File: src/rtl/multicore_mem_arbiter.sv
// Shared single-port data RAM arbiter for the multicore build, plus end-of-program aggregation.
// Define MCARB_FIXED_PRIO_EN for fixed lowest-index priority; default is round-robin.
module multicore_mem_arbiter #(
    parameter int NCORES = 3,
    parameter int DATA_W = 24,
    parameter int ADDR_W = 16
) (
    input  logic                     clk2,
    input  logic                     controlRST,
    input  logic                     clock_en,
    input  logic [NCORES-1:0]        core_req,
    input  logic [NCORES-1:0]        core_we,
    input  logic [NCORES*ADDR_W-1:0] core_addr,
    input  logic [NCORES*DATA_W-1:0] core_wdata,
    input  logic [NCORES-1:0]        core_end,
    output logic [NCORES-1:0]        core_gnt,
    output logic [NCORES-1:0]        core_rvalid,
    output logic [DATA_W-1:0]        rdata,
    output logic                     mem_en,
    output logic                     mem_we,
    output logic [ADDR_W-1:0]        mem_addr,
    output logic [DATA_W-1:0]        mem_wdata,
    input  logic [DATA_W-1:0]        mem_rdata,
    output logic                     endp
);

    localparam int IDX_W = $clog2(NCORES);
    localparam int SUM_W = IDX_W + 1;

    typedef enum logic [1:0] {
        IDLE   = 2'd0,
        ACCESS = 2'd1,
        RWAIT  = 2'd2,
        RDONE  = 2'd3
    } state_t;

    state_t              state_q;
    logic [NCORES-1:0]   core_gnt_q;
    logic [NCORES-1:0]   core_rvalid_q;
    logic [DATA_W-1:0]   rdata_q;
    logic                mem_en_q;
    logic                mem_we_q;
    logic [ADDR_W-1:0]   mem_addr_q;
    logic [DATA_W-1:0]   mem_wdata_q;
    logic                endp_q;
    logic [NCORES-1:0]   done_q;
    logic [IDX_W-1:0]    wsel_q;

    logic [NCORES-1:0]   eligible;
    logic                win_found_d;
    logic [IDX_W-1:0]    win_idx_d;

    logic [ADDR_W-1:0]   addr_arr  [NCORES];
    logic [DATA_W-1:0]   wdata_arr [NCORES];

    for (genvar gi = 0; gi < NCORES; gi++) begin : g_unpack
        assign addr_arr[gi]  = core_addr[gi*ADDR_W +: ADDR_W];
        assign wdata_arr[gi] = core_wdata[gi*DATA_W +: DATA_W];
    end

    // A core that has signalled end-of-program is masked out of arbitration for good.
    assign eligible = core_req & ~done_q;

`ifdef MCARB_FIXED_PRIO_EN
    always_comb begin
        win_found_d = 1'b0;
        win_idx_d   = '0;
        for (int k = NCORES - 1; k >= 0; k--) begin
            if (eligible[k]) begin
                win_found_d = 1'b1;
                win_idx_d   = IDX_W'(k);
            end
        end
    end
`else
    logic [IDX_W-1:0] last_q;
    logic [IDX_W-1:0] cand [NCORES];

    // cand[k] is the core searched (k+1) positions after the previous winner.
    for (genvar gi = 0; gi < NCORES; gi++) begin : g_rr
        logic [SUM_W-1:0] sum;
        assign sum      = {1'b0, last_q} + SUM_W'(gi + 1);
        assign cand[gi] = (sum >= SUM_W'(NCORES)) ? IDX_W'(sum - SUM_W'(NCORES))
                                                  : sum[IDX_W-1:0];
    end

    always_comb begin
        win_found_d = 1'b0;
        win_idx_d   = '0;
        for (int k = NCORES - 1; k >= 0; k--) begin
            if (eligible[cand[k]]) begin
                win_found_d = 1'b1;
                win_idx_d   = cand[k];
            end
        end
    end

    always_ff @(posedge clk2) begin
        if (!controlRST) begin
            last_q <= IDX_W'(NCORES - 1);
        end else if (state_q == IDLE && clock_en && win_found_d) begin
            last_q <= win_idx_d;
        end
    end
`endif

    always_ff @(posedge clk2) begin
        if (!controlRST) begin
            state_q       <= IDLE;
            core_gnt_q    <= '0;
            core_rvalid_q <= '0;
            rdata_q       <= '0;
            mem_en_q      <= 1'b0;
            mem_we_q      <= 1'b0;
            mem_addr_q    <= '0;
            mem_wdata_q   <= '0;
            endp_q        <= 1'b0;
            done_q        <= '0;
            wsel_q        <= '0;
        end else begin
            core_gnt_q    <= '0;
            core_rvalid_q <= '0;
            mem_en_q      <= 1'b0;
            mem_we_q      <= 1'b0;
            done_q        <= done_q | core_end;
            endp_q        <= &done_q;
            case (state_q)
                IDLE: begin
                    if (clock_en && win_found_d) begin
                        state_q     <= ACCESS;
                        core_gnt_q  <= NCORES'(1) << win_idx_d;
                        mem_en_q    <= 1'b1;
                        mem_we_q    <= core_we[win_idx_d];
                        mem_addr_q  <= addr_arr[win_idx_d];
                        mem_wdata_q <= wdata_arr[win_idx_d];
                        wsel_q      <= win_idx_d;
                    end
                end
                ACCESS: state_q <= mem_we_q ? IDLE : RWAIT;
                RWAIT: begin
                    state_q       <= RDONE;
                    rdata_q       <= mem_rdata;
                    core_rvalid_q <= NCORES'(1) << wsel_q;
                end
                RDONE:   state_q <= IDLE;
                default: state_q <= IDLE;
            endcase
        end
    end

    assign core_gnt    = core_gnt_q;
    assign core_rvalid = core_rvalid_q;
    assign rdata       = rdata_q;
    assign mem_en      = mem_en_q;
    assign mem_we      = mem_we_q;
    assign mem_addr    = mem_addr_q;
    assign mem_wdata   = mem_wdata_q;
    assign endp        = endp_q;

endmodule

File: config.mk
export PLATFORM = sky130hd
export DESIGN_NAME = multicore_mem_arbiter
export DESIGN_NICKNAME = d
export VERILOG_FILES = /design/src/rtl/multicore_mem_arbiter.sv
export SDC_FILE = /design/constraint.sdc
export NUM_CORES = 1
export LEC_CHECK = 0
export CORE_MARGIN = 4
export CORE_UTILIZATION = 42
export DETAILED_ROUTE_END_ITERATION = 10
export GPL_TIMING_DRIVEN = 0
export HOLD_SLACK_MARGIN = 0.15
export PLACE_DENSITY = 0.87
export SLEW_MARGIN = 20
export SYNTH_ARGS = -nofsm -noshare
export SYNTH_HDL_FRONTEND = slang
export SYNTH_SLANG_ARGS = --single-unit
File: constraint.sdc
create_clock -name clk2 -period 4.14 [get_ports clk2]
set_input_delay 0.621 -clock clk2 [delete_from_list [all_inputs] [get_ports clk2]]
set_output_delay 0.621 -clock clk2 [all_outputs]
set_load 0.005 [all_outputs]
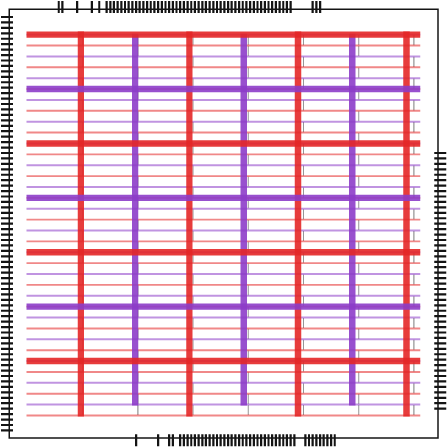
Fig. 1. Supply network (run 1).
(4 px per um) Pins as bars on the die edge. Tap cells in gray.
Key: purple = VDD; red = VSS
7 straps on met5. 229 signal pins sit on the boundary. 129 tap cells. 7 straps on met4.

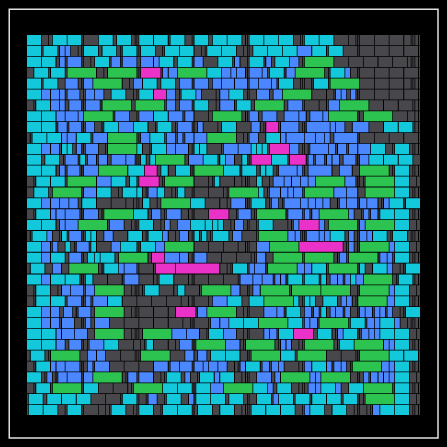
Fig. 2. Cell classes on the final placement (run 1).
(4 px per um) Fill, decap, tap and diode cells in gray.
Key: blue = combinational and other logic [cells 349]; cyan = remaining buffers and delay cells [cells 279]; green = sequential cells [cells 82]; magenta = clock drivers and dummy loads [cells 16]

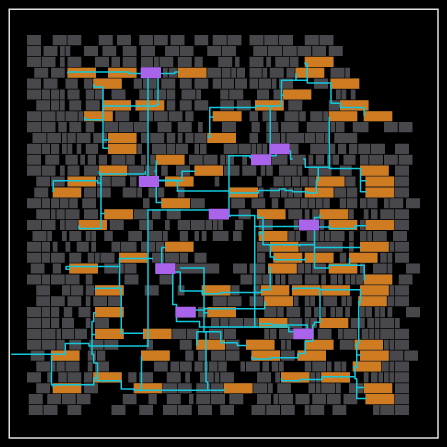
Fig. 3. Clock distribution (run 1).
(4 px per um)
Key: purple = clock drivers [count 9]; orange = flip-flops [count 82]; cyan = clock wires [length 1,060 um]
There are 10 routed clock nets.

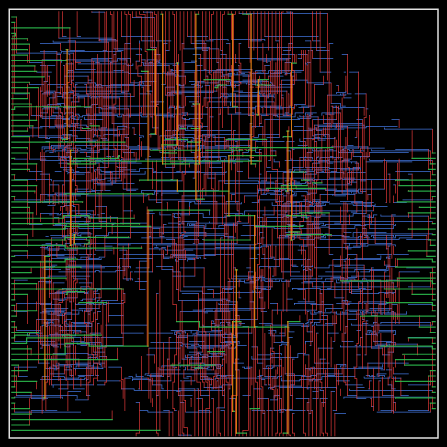
Fig. 4. Routed metal, one color a layer (run 1).
(4 px per um)
Key: green = metal 3 [wire length 1,390 um]; red = metal 2 [wire length 7,830 um]; blue = metal 1 [wire length 5,890 um]; orange = metal 4 [wire length 541 um]

==> flow_summary.toml, run 1 <==
# generated from flow reports
[worst_setup_path]
slowest_stage = "a21oi_1"
path_class = "flop to flop"
critPathMaxFanout = 10
path_common_cell = "buf_2"
worst-path-stages = 10
cpPeakStageDelay_ns = 0.54

[layout]
clk_share_pct = 3.399
seq_area_share_pct = 24.23
layout_top_cell = "clkdlybuf4s50_1"
nets = 880
logic_gate_count = 302
areaGrowthSynthToFinish_pct = 65.21

[sta]
relSlewSlack_pct = 55.66
final_hold_viol_count = 0
skew_ns = 0.01560
setup_viol = 0
setup_ws_ns = 1.132

[clock_network]
cts_made_buffers = 9
cts-root-buf = "clkbuf_8"
cts_setup_buffers = 0

[yosys]
synthTopCellsByArea = "dfxtp_1 (40%), a32o_1 (9.5%), o221ai_1 (8.5%)"
logic_family = "AND-OR/OR-AND gates"
ys_sh_xor_pct = 0
syn_nets = 641

[grt]
grt.total_usage_pct = 26.56
grt-busiest-layer = "met2"

[routing]
drt_first_pass_iters = 6
top_layer = "met4"
dr_wl_met3_mm = 1.392
postRouteAntennaNets = 0
drc = 0

[die]
pin_count = 229

[job]
warnings = 29

[pwr]
power.density_nw_per_um2 = 412.7
p_leak_nw = 2.454

[run_status]
outcome = "finished, final reports clean"
## Run 2: what changed since run 1
--- a/config.mk
+++ b/config.mk
@@ -6,11 +6,11 @@
 export NUM_CORES = 1
 export LEC_CHECK = 0
 export CORE_MARGIN = 4
-export CORE_UTILIZATION = 42
+export CORE_UTILIZATION = 35
 export DETAILED_ROUTE_END_ITERATION = 10
 export GPL_TIMING_DRIVEN = 0
 export HOLD_SLACK_MARGIN = 0.15
-export PLACE_DENSITY = 0.87
+export PLACE_DENSITY = 0.77
 export SLEW_MARGIN = 20
 export SYNTH_ARGS = -nofsm -noshare
 export SYNTH_HDL_FRONTEND = slang
==> constraint.sdc (replaced) <==
create_clock -name clk2 -period 2.42 [get_ports clk2]
set_input_delay 0.363 -clock clk2 [delete_from_list [all_inputs] [get_ports clk2]]
set_output_delay 0.363 -clock clk2 [all_outputs]
set_load 0.005 [all_outputs]
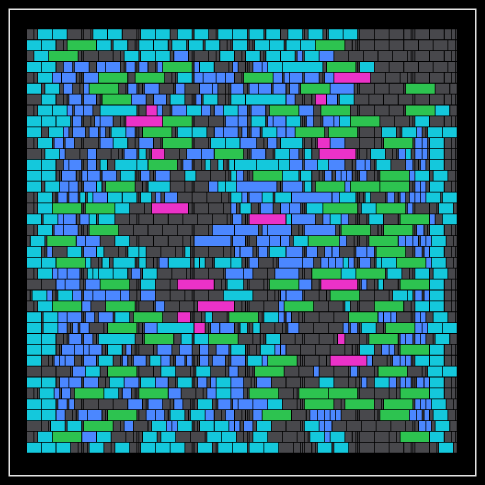
Fig. 5. Cell classes on the final placement (run 2).
(4 px per um) Fill, decap, tap and diode cells in gray.
Key: magenta = clock drivers and dummy loads [cells 16]; green = sequential cells [cells 82]; blue = combinational and other logic [cells 350]; cyan = remaining buffers and delay cells [cells 299]

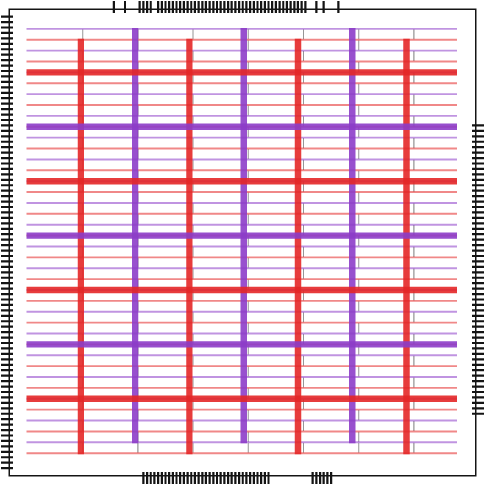
Fig. 6. Supply network (run 2).
(4 px per um) Pins as bars on the die edge. Tap cells in gray.
Key: red = VSS; purple = VDD
229 signal pins sit on the boundary. 7 straps on met4. 7 straps on met5. 40 met1 rails follow the rows. The core has 39 rows.

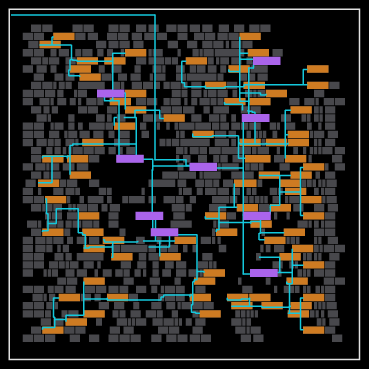
Fig. 7. Clock distribution (run 2).
(3 px per um)
Key: cyan = clock wires [length 1,090 um]; orange = flip-flops [count 82]; purple = clock drivers [count 9]
There are 10 routed clock nets. Position of the flops: spread over the die.

==> flow_summary.toml, run 2 <==
# generated from flow reports
[clock_network]
cts_setup_buffers = 15

[yosys]
synthTopCellsByArea = "dfxtp_1 (40%), a32o_1 (9.5%), o221ai_1 (8.5%)"
ys_sh_xor_pct = 0
logic_family = "AND-OR/OR-AND gates"
syn_nets = 641

[sta]
relSlewSlack_pct = 66.79
final_hold_viol_count = 0
skew_ns = 0.009167
setup_ws_ns = -0.04309
setup_viol = 39

[pwr]
p_leak_nw = 2.690

[worst_setup_path]
slowest_stage = "or3_4"
path_class = "flop to flop"
path_common_cell = "buf_6"
critPathMaxFanout = 6
cpPeakStageDelay_ns = 0.46

[layout]
layout_top_cell = "clkdlybuf4s50_1"
logic_gate_count = 302
areaGrowthSynthToFinish_pct = 78.94
seq_area_share_pct = 22.44

[routing]
postRouteAntennaNets = 0
dr_wl_met3_mm = 1.508
top_layer = "met4"

[run_status]
violations = "negative setup slack"
outcome = "finished, violations left"

[job]
warnings = 31
